### src/rtl/cpu_hazard_pkg.sv
// Shared decode-field and scoreboard constants for the CPU hazard logic.
package cpu_hazard_pkg;
    localparam int RS1_MSB = 19;
    localparam int RS1_LSB = 15;
    localparam int RS2_MSB = 24;
    localparam int RS2_LSB = 20;
    localparam int RD_MSB  = 11;
    localparam int RD_LSB  = 7;

    localparam int CNT_W_DEF = 2;
    typedef logic [CNT_W_DEF-1:0] sb_cnt_t;

    localparam logic [4:0] REG_ZERO = 5'd0;
endpackage

### src/rtl/sb_reg_counter.sv
// One outstanding-write counter: saturating increment, guarded decrement with
// an underflow pulse, plus nonzero/full status.
module sb_reg_counter
    import cpu_hazard_pkg::*;
#(
    parameter int CNT_W = CNT_W_DEF
) (
    input  logic             clk,
    input  logic             rst,
    input  logic             inc_i,
    input  logic             dec_i,
    output logic [CNT_W-1:0] cnt_o,
    output logic             nz_o,
    output logic             full_o,
    output logic             uflow_o
);
    localparam logic [CNT_W-1:0] CNT_MAX = '1;

    logic [CNT_W-1:0] cnt_q, cnt_d;

    // Simultaneous inc and dec cancel out, so neither bound applies.
    always_comb begin
        cnt_d   = cnt_q;
        uflow_o = 1'b0;
        if (inc_i && !dec_i) begin
            if (cnt_q != CNT_MAX) cnt_d = cnt_q + 1'b1;
        end else if (dec_i && !inc_i) begin
            if (cnt_q == '0) uflow_o = 1'b1;
            else             cnt_d   = cnt_q - 1'b1;
        end
    end

    always_ff @(posedge clk or posedge rst) begin
        if (rst) cnt_q <= '0;
        else     cnt_q <= cnt_d;
    end

    assign cnt_o  = cnt_q;
    assign nz_o   = |cnt_q;
    assign full_o = (cnt_q == CNT_MAX);
endmodule

### src/rtl/d_hazard_scoreboard.sv
// Decode-stage scoreboard: tracks long-latency writes per register and stalls D
// on unforwardable operands, branch-on-EX dependences and WAW counter overflow.
module d_hazard_scoreboard
    import cpu_hazard_pkg::*;
#(
    parameter int CNT_W  = CNT_W_DEF,
    parameter int PERF_W = 16
) (
    input  logic              clk,
    input  logic              rst,
    input  logic [31:0]       Instruction_IFID,
    input  logic              uses_rs1_D,
    input  logic              uses_rs2_D,
    input  logic              is_branch_D,
    input  logic              is_long_D,
    input  logic              we_D,
    input  logic              issue_valid,
    input  logic              flush_D,
    input  logic [31:0]       Instruction_IDEX,
    input  logic              we_IDEX,
    input  logic              wb_valid,
    input  logic              wb_long,
    input  logic [4:0]        wb_rd,
    output logic              stall_D,
    output logic [31:0]       pending_map,
    output logic [PERF_W-1:0] stall_cycles,
    output logic              sb_err
);
    logic [4:0] rs1, rs2, rd, rd_ex;
    assign rs1   = Instruction_IFID[RS1_MSB:RS1_LSB];
    assign rs2   = Instruction_IFID[RS2_MSB:RS2_LSB];
    assign rd    = Instruction_IFID[RD_MSB:RD_LSB];
    assign rd_ex = Instruction_IDEX[RD_MSB:RD_LSB];

    logic unused_instr_bits;
    assign unused_instr_bits = ^{Instruction_IFID[31:25], Instruction_IFID[14:12],
                                 Instruction_IFID[6:0], Instruction_IDEX[31:12],
                                 Instruction_IDEX[6:0]};

    logic issue_fire, wb_fire;
    assign wb_fire    = wb_valid && wb_long && (wb_rd != REG_ZERO);
    assign issue_fire = issue_valid && !stall_D && !flush_D && we_D && is_long_D
                        && (rd != REG_ZERO);

    logic [CNT_W-1:0] cnt_w [32];
    logic [31:0] nz_w, full_w, uflow_w, eff_nz_w, inc_w, dec_w;

    assign cnt_w[0]    = '0;
    assign nz_w[0]     = 1'b0;
    assign full_w[0]   = 1'b0;
    assign uflow_w[0]  = 1'b0;
    assign eff_nz_w[0] = 1'b0;
    assign inc_w[0]    = 1'b0;
    assign dec_w[0]    = 1'b0;

    for (genvar r = 1; r < 32; r++) begin : g_cnt
        assign inc_w[r] = issue_fire && (rd == 5'(r));
        assign dec_w[r] = wb_fire && (wb_rd == 5'(r));
        // A completing write is forwarded from WB, so its last count no longer blocks.
        assign eff_nz_w[r] = nz_w[r] && !(dec_w[r] && (cnt_w[r] == CNT_W'(1)));

        sb_reg_counter #(.CNT_W(CNT_W)) u_cnt (
            .clk    (clk),
            .rst    (rst),
            .inc_i  (inc_w[r]),
            .dec_i  (dec_w[r]),
            .cnt_o  (cnt_w[r]),
            .nz_o   (nz_w[r]),
            .full_o (full_w[r]),
            .uflow_o(uflow_w[r])
        );
    end

    logic rs1_haz, rs2_haz, waw_haz;
    assign rs1_haz = uses_rs1_D && (rs1 != REG_ZERO)
                     && (eff_nz_w[rs1] || (is_branch_D && we_IDEX && (rd_ex == rs1)));
    assign rs2_haz = uses_rs2_D && (rs2 != REG_ZERO)
                     && (eff_nz_w[rs2] || (is_branch_D && we_IDEX && (rd_ex == rs2)));
    assign waw_haz = is_long_D && we_D && (rd != REG_ZERO) && full_w[rd];

    assign stall_D     = !rst && issue_valid && !flush_D && (rs1_haz || rs2_haz || waw_haz);
    assign pending_map = nz_w;

    logic              sb_err_q, sb_err_d;
    logic [PERF_W-1:0] stall_cycles_q, stall_cycles_d;

    always_comb begin
        sb_err_d       = sb_err_q | (|uflow_w);
        stall_cycles_d = stall_cycles_q;
        if (stall_D && (stall_cycles_q != '1)) stall_cycles_d = stall_cycles_q + 1'b1;
    end

    always_ff @(posedge clk or posedge rst) begin
        if (rst) begin
            sb_err_q       <= 1'b0;
            stall_cycles_q <= '0;
        end else begin
            sb_err_q       <= sb_err_d;
            stall_cycles_q <= stall_cycles_d;
        end
    end

    assign sb_err       = sb_err_q;
    assign stall_cycles = stall_cycles_q;
endmodule

### config.mk
export PLATFORM = sky130hd
export DESIGN_NAME = d_hazard_scoreboard
export DESIGN_NICKNAME = d
export VERILOG_FILES = /design/src/rtl/cpu_hazard_pkg.sv /design/src/rtl/sb_reg_counter.sv /design/src/rtl/d_hazard_scoreboard.sv
export SDC_FILE = /design/constraint.sdc
export NUM_CORES = 1
export LEC_CHECK = 0
export CORE_MARGIN = 2
export CORE_UTILIZATION = 50
export CTS_CLUSTER_SIZE = 24
export DETAILED_ROUTE_END_ITERATION = 10
export PLACE_DENSITY_LB_ADDON = 0.25
export SLEW_MARGIN = 5
export SYNTH_ARGS = -nofsm -noshare
export SYNTH_HDL_FRONTEND = slang
export SYNTH_SLANG_ARGS = --single-unit
### constraint.sdc
create_clock -name clk -period 7.9 [get_ports clk]
set_input_delay 1.58 -clock clk [delete_from_list [all_inputs] [get_ports clk]]
set_output_delay 1.58 -clock clk [all_outputs]
set_load 0.01 [all_outputs]
### I/O pins on the die edge, run 1

Drawn at 3 px/um. Pins as bars across the die edge, other pins in grey.
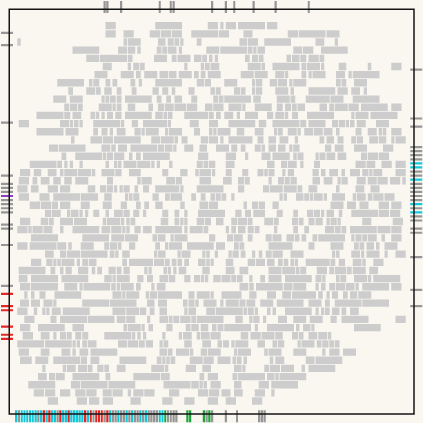
we_D: drawn in purple, pins 1, direction input, edge left. Instruction_IDEX: drawn in cyan, pins 32, direction input, edge 27 bottom, 5 right. stall_cycles: drawn in red, pins 16, direction output, edge 10 bottom, 6 left. wb_rd: drawn in green, pins 5, direction input, edge bottom.
die height: 134 um
Port-buffer cells: 85
Die Wd: 134 um

### The clock network, run 1

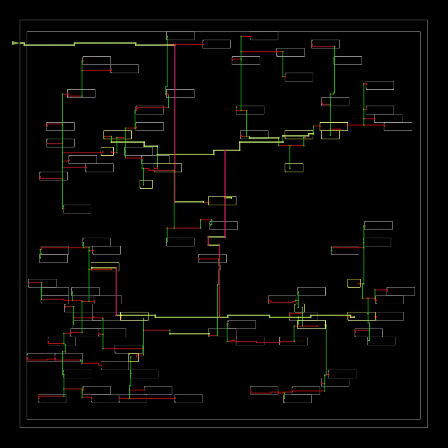
clock-net power: 0.447 mW
clk latency late pin: 0.37 ns
FFs & Latches: 79
Clock Buffer Count: 9
clk sinks: 79

### Local utilization, run 1

Drawn at 3 px/um. The die is cut into 13 by 13 equal tiles; black is low, pale yellow is high, 0 to 100% covered.
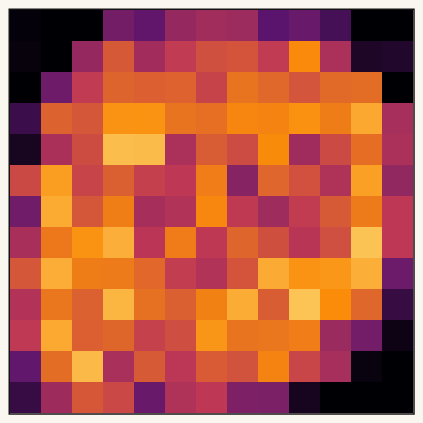
7.1% of the tiles are nearly empty. 14% of the tiles are over 75% full. The fullest tile reaches 87%.

### Wiring by layer, run 1

Drawn at 2 px/um.
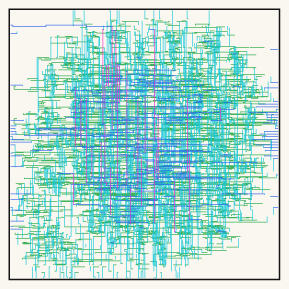
met4: drawn in magenta, wire length 868 um. met2: drawn in cyan, wire length 11,700 um. met3: drawn in blue, wire length 2,320 um. met1: drawn in green, wire length 11,300 um.
Post-Route WL: 26,200 um
routed vias: 8,321
gr usage total: 28.8%
drt wl/cell: 20.4 um

==> impl_metrics.csv, run 1 <==
group,metric,value,unit
outcome,status,"finished, final reports clean",
placement,dp.cells,1269,
logic_synthesis,syn-instance-count,1035,
setup_path,cp.required,6.32,ns
setup_path,reg2regPathDepth,14,
placement,gp_congestion,0.997,
clocking,htreeDepth,3,
job,warning_count,132,
logic_synthesis,yosysTopAreaCell,"dfrtp_1",
clocking,cts_tree,"built",
floorplanning,die-area,18100,um2
timing,post-route-min-period,6.72,ns
logic_synthesis,syn_nets,1210,
timing,fin_crit_sh,85.1,%
power,power,1.80,mW
routing,drc,0,
timing,relSlewSlack,28.2,%
clocking,hold_buffers,0,
setup_path,critPathArrivalTime,5.14,ns
power,sw_frac_of_total,41.4,%
cells_and_area,finalNetCount,1235,
global_route,gr-total-overflow,0,
setup_path,ff2ff_setup_slack,3.36,ns
timing,rsz0062_at_grt,"false",
logic_synthesis,synth_area,8510,um2
clocking,path_clk_slew,0.08,ns
setup_path,path_cells,"clkdlybuf4s50_1 > and4b_1 > a31oi_1 > a2111oi_0 > a31oi_1 > o211ai_1 > and3_1 > o211ai_2 > nand2_2 > inv_2 > clkdlybuf4s50_1",
clocking,postCtsSetupBuffers,0,
cells_and_area,final_util,57.6,%
power,p_switching,0.746,mW
routing,viasPerCell,6.47,
global_route,grt_pass1_wl,40700,um
timing,setup-violations-final,0,
setup_path,worstSetupStartpointType,"primary input",
routing,drt_iter0_markers,908,
clocking,cts_buffer_depth,2,
power,power_density,189,nW/um2
logic_synthesis,ys_sh_xor,5.56,%
logic_synthesis,synth-seq-cells,79,
clocking,cts-root-buf,"clkbuf_16",
job,max_cap_violations,0,
routing,ant_nets,0,
-- run 1: sequential cells by signal (all words and copies together), names as in the netlist --
signal             count
g_cnt.u_cnt.cnt_o     62
sb_err                 1
stall_cycles          16
-- run 1: path summary, 6_finish.rpt --
check | startpoint | to
max | wb_long | stall_D
min | stall_cycles[9]$_DFFE_PP0P_ | stall_cycles[9]$_DFFE_PP0P_
max reg2reg | g_cnt[4].u_cnt.cnt_o[0]$_DFFE_PP0P_ | sb_err$_DFF_PP0_
min reg2reg | stall_cycles[9]$_DFFE_PP0P_ | stall_cycles[9]$_DFFE_PP0P_
max in group asynchronous | rst | g_cnt[21].u_cnt.cnt_o[1]$_DFFE_PP0P_
min in group asynchronous | rst | g_cnt[1].u_cnt.cnt_o[1]$_DFFE_PP0P_
-- run 1: worst max-delay path, delay by kind of cell --
kind | cells | cell delay (ns)
AND-OR/OR-AND | 5 | 1.28
AND/OR/NAND/NOR | 3 | 1.16
buffers and inverters | 3 | 1.12
-- run 1: cell type report --
class	instances	area, um2
tap	220	275
fill	1564	7030
clock inverter	7	83.8
sequential	79	1980
antenna	1	2.50
timing repair buffer	95	926
clock buffer	9	225
inverter	105	395
multi-input combinational	770	5670
-- run 1: power by group through the flow --
| stage | Sequential, mW | Clock [mW] | Combinational [mW] |
|---|---|---|---|
| final | 0.565 | 0.447 | 0.790 |
| after global routing | 0.578 | 0.469 | 0.866 |
| after CTS | 0.564 | 0.452 | 0.781 |
| after detailed placement | 0.572 | 0 | 0.775 |
| after global placement | 0.567 | 0 | 0.764 |
| after floorplan | 0.554 | 0 | 0.559 |
-- run 1: metal layers --
layer	track usage, %	wire, um	vias to the layer above
met5	0	0	-
met2	44.2	11700	405
li1	-	-	3823
met3	5.90	2320	67
met4	10.7	867	0
met1	40.2	11300	4026
==> run 2: changes to the inputs <==
--- a/config.mk
+++ b/config.mk
@@ -7,6 +7,7 @@
 export LEC_CHECK = 0
 export CORE_MARGIN = 2
 export CORE_UTILIZATION = 50
+export CTS_BUF_LIST = sky130_fd_sc_hd__clkbuf_2
 export CTS_CLUSTER_SIZE = 24
 export DETAILED_ROUTE_END_ITERATION = 10
 export PLACE_DENSITY_LB_ADDON = 0.25
### I/O pins on the die edge, run 2

Drawn at 3 px/um. Pins as bars across the die edge, other pins in grey.
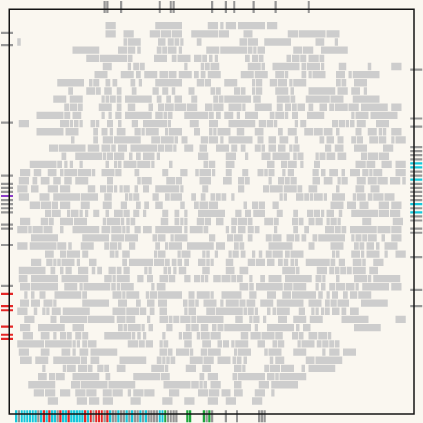
we_D: drawn in purple, pins 1, direction input, edge left. Instruction_IDEX: drawn in cyan, pins 32, direction input, edge 27 bottom, 5 right. stall_cycles: drawn in red, pins 16, direction output, edge 10 bottom, 6 left. wb_rd: drawn in green, pins 5, direction input, edge bottom.

### Wiring by layer, run 2

Drawn at 2 px/um.
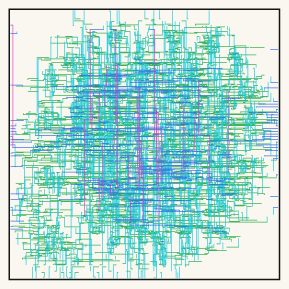
met1: drawn in green, wire length 11,100 um. met2: drawn in cyan, wire length 11,700 um. met3: drawn in blue, wire length 2,450 um. met4: drawn in magenta, wire length 865 um.
gr usage total: 28.7%
Post-Route WL: 26,100 um
routed vias: 8,293

==> impl_metrics.csv, run 2 <==
group,metric,value,unit
outcome,status,"finished, final reports clean",
setup_path,cp.required,6.32,ns
job,warning_count,132,
placement,dp.cells,1269,
routing,ant_nets,0,
timing,setup-violations-final,0,
setup_path,worstSetupStartpointType,"primary input",
floorplanning,chipHeight,134,um
logic_synthesis,ys_sh_xor,5.56,%
cells_and_area,fill_cells,1597,
clocking,hold_buffers,0,
clocking,htreeDepth,3,
global_route,grt_pass1_wl,40700,um
power,power_density,172,nW/um2
setup_path,path_buffers,3,
timing,relSlewSlack,27.5,%
logic_synthesis,syn_nets,1210,
setup_path,path_cells,"clkdlybuf4s50_1 > and4b_1 > a31oi_1 > a2111oi_0 > a31oi_1 > o211ai_1 > and3_1 > o211ai_2 > nand2_2 > inv_2 > clkdlybuf4s50_1",
timing,rsz0062_at_grt,"false",
routing,wl_met2,11700,um
timing,fin_crit_sh,84.9,%
clocking,cts-root-buf,"clkbuf_2",
setup_path,critPathArrivalTime,5.13,ns
clocking,path_clk_slew,0.31,ns
### The clock network, run 2

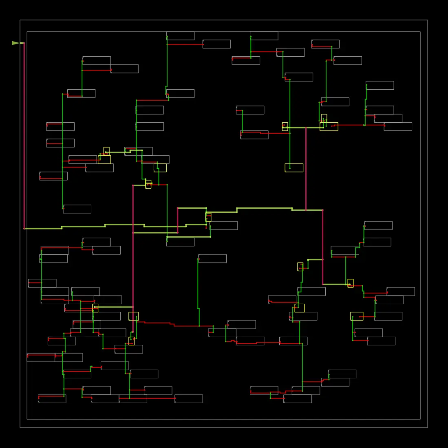
CTS buffer count: 9
clk latency late pin: 0.68 ns
skew final: 0.0401 ns

==> run 2: cell counts after synthesis <==
Identical to the previous run, type by type.
==> run 2: power by group through the flow <==
stage | sequential [mW] | clock [mW] | combinational, mW
finish | 0.564 | 0.256 | 0.790
global route | 0.578 | 0.274 | 0.867
CTS | 0.564 | 0.259 | 0.780
detailed placement | 0.572 | 0 | 0.775
global placement | 0.567 | 0 | 0.764
floorplan | 0.554 | 0 | 0.559
==> run 2: per-stage QoR <==
stage | setup WS, ns | utilization (%)
floorplan | 2.69 | -
global placement | 1.30 | 55.7
detailed placement | 1.27 | 55.7
CTS | 1.27 | 56.5
global route | 1.10 | 56.5
finish | 1.19 | 56.5
==> run 2: layer usage <==
metal  GRT usage, %  vias to the layer above
met5              0                        -
met4           11.4                        0
met3           4.72                       61
met2           43.9                      431
met1           40.6                     3988
li1               -                     3813
==> run 2: final timing paths <==
kind                                                 startpoint  cells after the start                                    to  slack (ns)
max                                                     wb_long                     11                               stall_D        1.19
min                                 stall_cycles[6]$_DFFE_PP0P_                      1           stall_cycles[6]$_DFFE_PP0P_        0.51
max reg2reg                g_cnt[11].u_cnt.cnt_o[0]$_DFFE_PP0P_                     14                      sb_err$_DFF_PP0_        3.36
min reg2reg                         stall_cycles[6]$_DFFE_PP0P_                      1           stall_cycles[6]$_DFFE_PP0P_        0.51
max in group asynchronous                                   rst                      3  g_cnt[21].u_cnt.cnt_o[0]$_DFFE_PP0P_        5.65
min in group asynchronous                                   rst                      3  g_cnt[29].u_cnt.cnt_o[0]$_DFFE_PP0P_        1.55
==> run 2: cell type report <==
type,instances,share of cell area (%)
multi-input cells,770,60.5
flip-flops and latches,79,21.1
repair buffers,95,9.88
inverters,105,4.22
well taps,220,2.94
clock inverters,7,0.895
clock buffers,9,0.481
diodes,1,0.0267
Power and IR drop assume default switching activity.
